==> config.mk <==
export PLATFORM = sky130hd
export DESIGN_NAME = fetch_stage_flat
export DESIGN_NICKNAME = d
export VERILOG_FILES = /design/src/rtl/fetch_stage_if.sv /design/src/rtl/fetch_stage.sv /design/src/flat_wrapper.sv
export SDC_FILE = /design/constraint.sdc
export NUM_CORES = 1
export LEC_CHECK = 0
export CORE_MARGIN = 2
export CORE_UTILIZATION = 40
export DETAILED_ROUTE_END_ITERATION = 16
export GPL_TIMING_DRIVEN = 1
export PLACE_DENSITY = 0.77
export SETUP_SLACK_MARGIN = 0.1
export SLEW_MARGIN = 20
export SYNTH_ARGS = -nofsm -noshare
export SYNTH_HDL_FRONTEND = slang
export SYNTH_SLANG_ARGS = --single-unit
==> constraint.sdc <==
create_clock -name clk -period 7.95 [get_ports clk]
set_input_delay 1.59 -clock clk [delete_from_list [all_inputs] [get_ports clk]]
set_output_delay 1.59 -clock clk [all_outputs]
set_load 0.1 [all_outputs]
==> src/rtl/fetch_stage_if.sv <==
// Bundle of the fetch stage's instruction-memory, redirect, decode-handshake and fault signals.
// The master modport is the fetch stage's view of the bundle; the slave modport is the
// view of the surrounding logic (memory, branch unit and decoder).
interface fetch_stage_if;
  logic [31:0] imem_addr;
  logic [31:0] imem_instr;
  logic        redirect_valid;
  logic [31:0] redirect_pc;
  logic        out_valid;
  logic        out_ready;
  logic [31:0] out_pc;
  logic [31:0] out_instr;
  logic [31:0] out_pc_plus4;
  logic        fault;
  logic [31:0] fault_pc;

  modport master (
    output imem_addr, out_valid, out_pc, out_instr, out_pc_plus4, fault, fault_pc,
    input  imem_instr, redirect_valid, redirect_pc, out_ready
  );

  modport slave (
    input  imem_addr, out_valid, out_pc, out_instr, out_pc_plus4, fault, fault_pc,
    output imem_instr, redirect_valid, redirect_pc, out_ready
  );
endinterface

==> src/rtl/fetch_stage.sv <==
// Instruction-fetch stage.
// - Owns the program counter and drives the instruction-memory read address.
// - Buffers {pc, instruction} pairs in a small FIFO that feeds decode over a
//   valid/ready handshake.
// - An aligned redirect flushes the FIFO and reloads the PC.
// - A misaligned redirect latches a sticky fault and halts the stage until reset.
module fetch_stage #(
  parameter logic [31:0] RESET_PC   = 32'h0000_0000,
  parameter int          FIFO_DEPTH = 2
) (
  input  logic           clk,
  input  logic           reset,
  fetch_stage_if.master  bus
);

  localparam int AW = (FIFO_DEPTH > 1) ? $clog2(FIFO_DEPTH) : 1;
  localparam int CW = AW + 1;
  localparam logic [AW-1:0] PTR_ZERO = {AW{1'b0}};
  localparam logic [AW-1:0] PTR_ONE  = AW'(1);
  localparam logic [CW-1:0] CNT_ZERO = {CW{1'b0}};
  localparam logic [CW-1:0] CNT_ONE  = CW'(1);
  localparam logic [CW-1:0] CNT_FULL = CW'(FIFO_DEPTH);

  typedef enum logic [0:0] {
    RUN  = 1'b0,
    HALT = 1'b1
  } state_t;

  state_t        state_r;
  state_t        state_next_s;
  logic [31:0]   pc_r;
  logic          fault_r;
  logic [31:0]   fault_pc_r;
  logic [CW-1:0] count_r;
  logic [AW-1:0] rd_ptr_r;
  logic [AW-1:0] wr_ptr_r;
  logic [31:0]   mem_pc_r    [FIFO_DEPTH];
  logic [31:0]   mem_instr_r [FIFO_DEPTH];

  logic          redirect_s;
  logic          misaligned_s;
  logic          push_s;
  logic          pop_s;
  logic          head_valid_s;
  logic [31:0]   head_pc_s;
  logic [31:0]   head_instr_s;

  // Decide this cycle's redirect/push/pop; a redirect outranks both FIFO operations.
  always_comb begin
    redirect_s   = 1'b0;
    misaligned_s = (bus.redirect_pc[1:0] != 2'b00);
    push_s       = 1'b0;
    pop_s        = 1'b0;
    if (state_r == RUN) begin
      redirect_s = bus.redirect_valid;
      push_s     = !bus.redirect_valid && (count_r < CNT_FULL);
    end else begin
      redirect_s = 1'b0;
      push_s     = 1'b0;
    end
    pop_s = !redirect_s && (count_r != CNT_ZERO) && bus.out_ready;
  end

  // Next-state logic: only a misaligned redirect leaves RUN, and nothing but reset leaves HALT.
  always_comb begin
    state_next_s = state_r;
    case (state_r)
      RUN: begin
        if (redirect_s && misaligned_s) begin
          state_next_s = HALT;
        end else begin
          state_next_s = RUN;
        end
      end
      HALT:    state_next_s = HALT;
      default: state_next_s = HALT;
    endcase
  end

  // State register.
  always_ff @(posedge clk or posedge reset) begin
    if (reset) begin
      state_r <= RUN;
    end else begin
      state_r <= state_next_s;
    end
  end

  // Program counter: reload on an aligned redirect, advance by one word on every push.
  always_ff @(posedge clk or posedge reset) begin
    if (reset) begin
      pc_r <= RESET_PC;
    end else if (redirect_s && !misaligned_s) begin
      pc_r <= bus.redirect_pc;
    end else if (push_s) begin
      pc_r <= pc_r + 32'd4;
    end
  end

  // Sticky fault capture for a misaligned redirect target.
  always_ff @(posedge clk or posedge reset) begin
    if (reset) begin
      fault_r    <= 1'b0;
      fault_pc_r <= 32'h0000_0000;
    end else if (redirect_s && misaligned_s) begin
      fault_r    <= 1'b1;
      fault_pc_r <= bus.redirect_pc;
    end
  end

  // FIFO pointers and occupancy; a redirect empties the buffer outright.
  always_ff @(posedge clk or posedge reset) begin
    if (reset) begin
      count_r  <= CNT_ZERO;
      rd_ptr_r <= PTR_ZERO;
      wr_ptr_r <= PTR_ZERO;
    end else if (redirect_s) begin
      count_r  <= CNT_ZERO;
      rd_ptr_r <= PTR_ZERO;
      wr_ptr_r <= PTR_ZERO;
    end else begin
      if (push_s) begin
        wr_ptr_r <= wr_ptr_r + PTR_ONE;
      end
      if (pop_s) begin
        rd_ptr_r <= rd_ptr_r + PTR_ONE;
      end
      case ({push_s, pop_s})
        2'b10:   count_r <= count_r + CNT_ONE;
        2'b01:   count_r <= count_r - CNT_ONE;
        default: count_r <= count_r;
      endcase
    end
  end

  // FIFO storage: capture the current PC and the word the memory returns for it.
  always_ff @(posedge clk or posedge reset) begin
    if (reset) begin
      for (int i = 0; i < FIFO_DEPTH; i++) begin
        mem_pc_r[i]    <= 32'h0000_0000;
        mem_instr_r[i] <= 32'h0000_0000;
      end
    end else if (push_s) begin
      mem_pc_r[wr_ptr_r]    <= pc_r;
      mem_instr_r[wr_ptr_r] <= bus.imem_instr;
    end
  end

  // Head-of-FIFO view toward decode; data fields read as zero while the buffer is empty.
  always_comb begin
    head_valid_s = (count_r != CNT_ZERO);
    head_pc_s    = 32'h0000_0000;
    head_instr_s = 32'h0000_0000;
    if (head_valid_s) begin
      head_pc_s    = mem_pc_r[rd_ptr_r];
      head_instr_s = mem_instr_r[rd_ptr_r];
    end else begin
      head_pc_s    = 32'h0000_0000;
      head_instr_s = 32'h0000_0000;
    end
  end

  assign bus.imem_addr    = pc_r;
  assign bus.out_valid    = head_valid_s;
  assign bus.out_pc       = head_pc_s;
  assign bus.out_instr    = head_instr_s;
  assign bus.out_pc_plus4 = head_valid_s ? (head_pc_s + 32'd4) : 32'h0000_0000;
  assign bus.fault        = fault_r;
  assign bus.fault_pc     = fault_pc_r;

endmodule

==> src/flat_wrapper.sv <==
// flat-port wrapper written by rule: the top's interface ports become plain ports
module fetch_stage_flat 
#(
  parameter logic [31:0] RESET_PC   = 32'h0000_0000,
  parameter int          FIFO_DEPTH = 2
)
  (clk, reset, bus_imem_addr, bus_out_valid, bus_out_pc, bus_out_instr, bus_out_pc_plus4, bus_fault, bus_fault_pc, bus_imem_instr, bus_redirect_valid, bus_redirect_pc, bus_out_ready);
  fetch_stage_if bus_i ();
  input  logic clk;
  input  logic reset;
  output wire logic [$bits(bus_i.imem_addr)-1:0] bus_imem_addr;
  output wire logic [$bits(bus_i.out_valid)-1:0] bus_out_valid;
  output wire logic [$bits(bus_i.out_pc)-1:0] bus_out_pc;
  output wire logic [$bits(bus_i.out_instr)-1:0] bus_out_instr;
  output wire logic [$bits(bus_i.out_pc_plus4)-1:0] bus_out_pc_plus4;
  output wire logic [$bits(bus_i.fault)-1:0] bus_fault;
  output wire logic [$bits(bus_i.fault_pc)-1:0] bus_fault_pc;
  input wire logic [$bits(bus_i.imem_instr)-1:0] bus_imem_instr;
  input wire logic [$bits(bus_i.redirect_valid)-1:0] bus_redirect_valid;
  input wire logic [$bits(bus_i.redirect_pc)-1:0] bus_redirect_pc;
  input wire logic [$bits(bus_i.out_ready)-1:0] bus_out_ready;
  assign bus_imem_addr = bus_i.imem_addr;
  assign bus_out_valid = bus_i.out_valid;
  assign bus_out_pc = bus_i.out_pc;
  assign bus_out_instr = bus_i.out_instr;
  assign bus_out_pc_plus4 = bus_i.out_pc_plus4;
  assign bus_fault = bus_i.fault;
  assign bus_fault_pc = bus_i.fault_pc;
  assign bus_i.imem_instr = bus_imem_instr;
  assign bus_i.redirect_valid = bus_redirect_valid;
  assign bus_i.redirect_pc = bus_redirect_pc;
  assign bus_i.out_ready = bus_out_ready;
  fetch_stage #(.RESET_PC(RESET_PC), .FIFO_DEPTH(FIFO_DEPTH)) u_core (.clk(clk), .reset(reset), .bus(bus_i));
endmodule
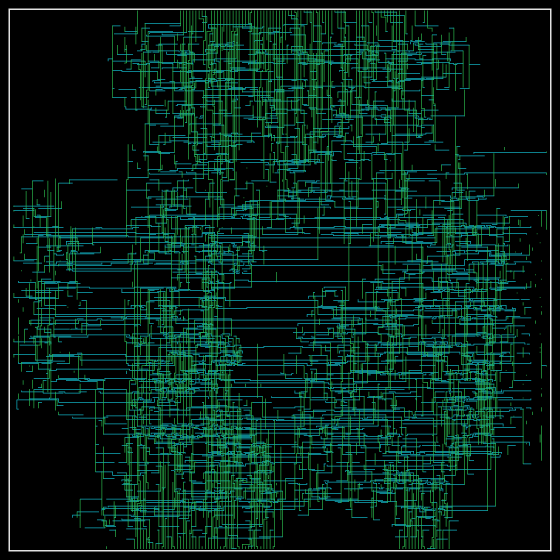
Fig. 1. Wiring by layer.
Two of the layers only.
colour	layer	wire length
green	M2	11,900 µm
cyan	M1	12,000 µm
gr usage total: 0.201
vias: 7,516
WL/cell: 18.6 µm
total wire length: 26,000 µm

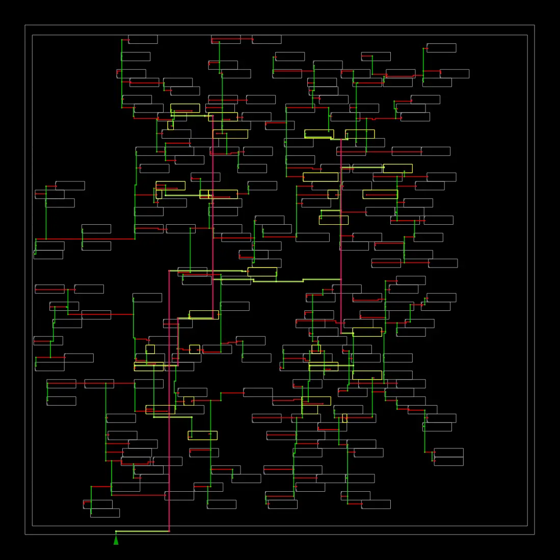
Fig. 2. Clock nets.
CTS buffer count: 17
Flops: 198
clk_lat worst skew: 430 ps

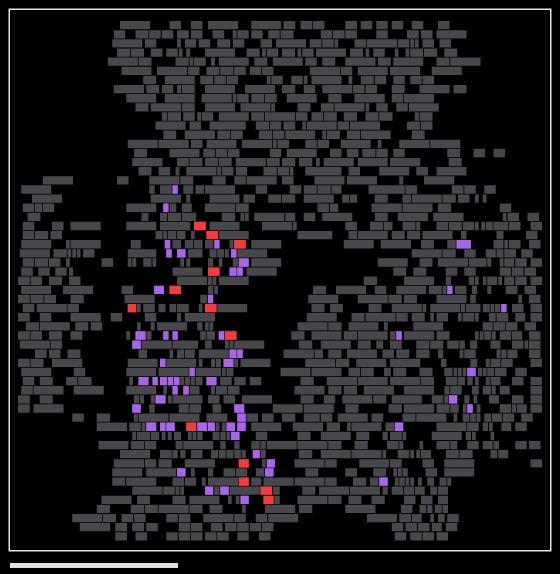
Fig. 3. Selected gate families.
Scale bar: 50 µm.
colour	family	cells
red	non-inverting ao/oa cells	13
purple	aoi and oai cells	58
most instantiated logic cell after routing: clkdlybuf4s50_1
multi-input gate share of total cell area: 0.355

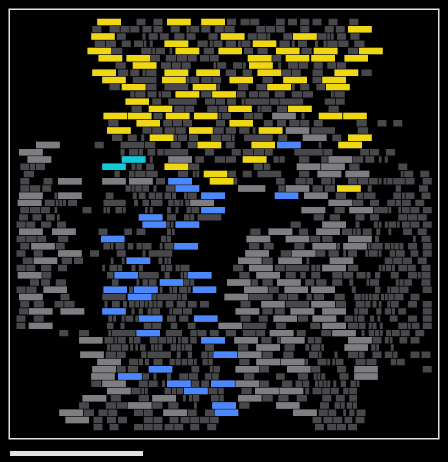
Fig. 4. Sequential cells grouped by signal name.
Scale bar: 50 µm.
colour	name in the netlist	placed flops
yellow	u_core.mem_instr_r	64
blue	u_core.bus.imem_addr	32
cyan	u_core.count_r	2
not coloured	100
end-of-flow core utilization: 0.535
sequential cell area: 0.00496 mm²
sequential share of cell area: 0.382

==> GITHUB_STEP_SUMMARY <==
## Implementation flow summary

| Metric | Value |
|---|---|
| Max Cap Viol | 0 |
| Worst slew margin | 0.279 |
| CTS Hold Buffers Added | 0 |
| Clock buffer depth | 2 |
| IO Pins | 230 |
| Period minus WS final | 6010 ps |
| DR pass1 iterations | 5 |
| Reg2Reg Launch Point | u_core.count_r[0] |
| Worst Path Buf+Inv | 1 |
| Global-route met3 utilization | 0.0418 |
| Die Y | 161 µm |
| Final slew viol count | 0 |
| Status | complete, no violations |
| Worst-case reg-to-reg path depth | 8 |
| Critical-path cell list | mux2i_1 -> nor2_1 -> ha_1 -> nor4b_2 -> nand4_2 -> nor4_1 -> xor2_1 -> clkdlybuf4s50_1 |
| Residual DRC | 0 |
| Worst Clk Skew | 8.49 ps |
| Layout cell share with drive strength beyond 1 | 0.202 |
| Chip Width | 161 µm |
| FF-to-FF setup slack | 4680 ps |
| Slew @ Worst Pin | 1080 ps |
| CTS H-Tree Depth | 4 |
| CTS tree | yes |
| Fin nets | 1,132 |
| Row count | 57 |
| Path type of the worst setup path | reg -> out |
| Top-area cell type share of the netlist area | 0.503 |
| Avg Synthesized Cell Area | 11.6 µm² |
| Hold Fails Final Rpt | 0 |
| Detail Route Antenna Nets | 0 |
| Synthesized area | 0.00985 mm² |
| Startpoint Class | flop |
| Sequential share of the synthesized area | 0.503 |
| Postcts setup bufs | 0 |
| Critical Path AT | 4420 ps |
| Critical Path Start | u_core.rd_ptr_r |
| Synthesis-stage register bit count | 198 |
## kinds of logic after synthesis
| group | synth area share |
|---|---|
| compound gates | 0.0517 |
| xor+xnor | 0.0258 |
| fa+ha+maj | 0.00381 |
| buf+inv | 0.0321 |
| flops | 0.503 |
| mux | 0.250 |
| simple gates | 0.133 |
## cell type report
class,count,area (µm²)
fillers,2125,11300
flip-flops and latches,198,4960
multi-input cells,593,4610
repair buffers,238,2360
clock buffers,19,443
well taps,324,405
clock inverters,11,149
inverters,13,56.3
diodes,1,2.50
## synth_stat cells (4+ instances only)
library cell  number
nand4_1           10
a21oi_1            7
dfrtp_1          198
xnor2_1            8
and3_1             8
o211ai_1          12
nor3_1            16
nand2_1           69
clkbuf_1          10
nor2_1            78
o311ai_0           9
a31oi_1            5
mux2_2           160
o21ai_0           17
nor4_1            17
a221o_1            7
nand3_1           30
buf_4              4
nand3b_1           5
buf_1              7
mux2i_1           65
xor2_1            21
inv_1             11
buf_2             21
nor2b_1            5
## metrics by stage
step                hold WS [ps]  worst slack [ps]  instance area (µm²)  std cells  utilization
global placement             458              2490                12400       1366        0.511
detailed placement           457              2360                12400       1366        0.511
global route                 505              1630                13000       1397        0.535
floorplan                    475               963                 9850        852            -
finish                       467              1940                13000       1397        0.535
CTS                          474              1900                13000       1396        0.535
## metal layers
layer / vias to the layer above / wire length [µm]
met5: - / 0
li1: 3483 / -
met4: 0 / 743
met2: 216 / 11900
met3: 37 / 1400
met1: 3780 / 12000
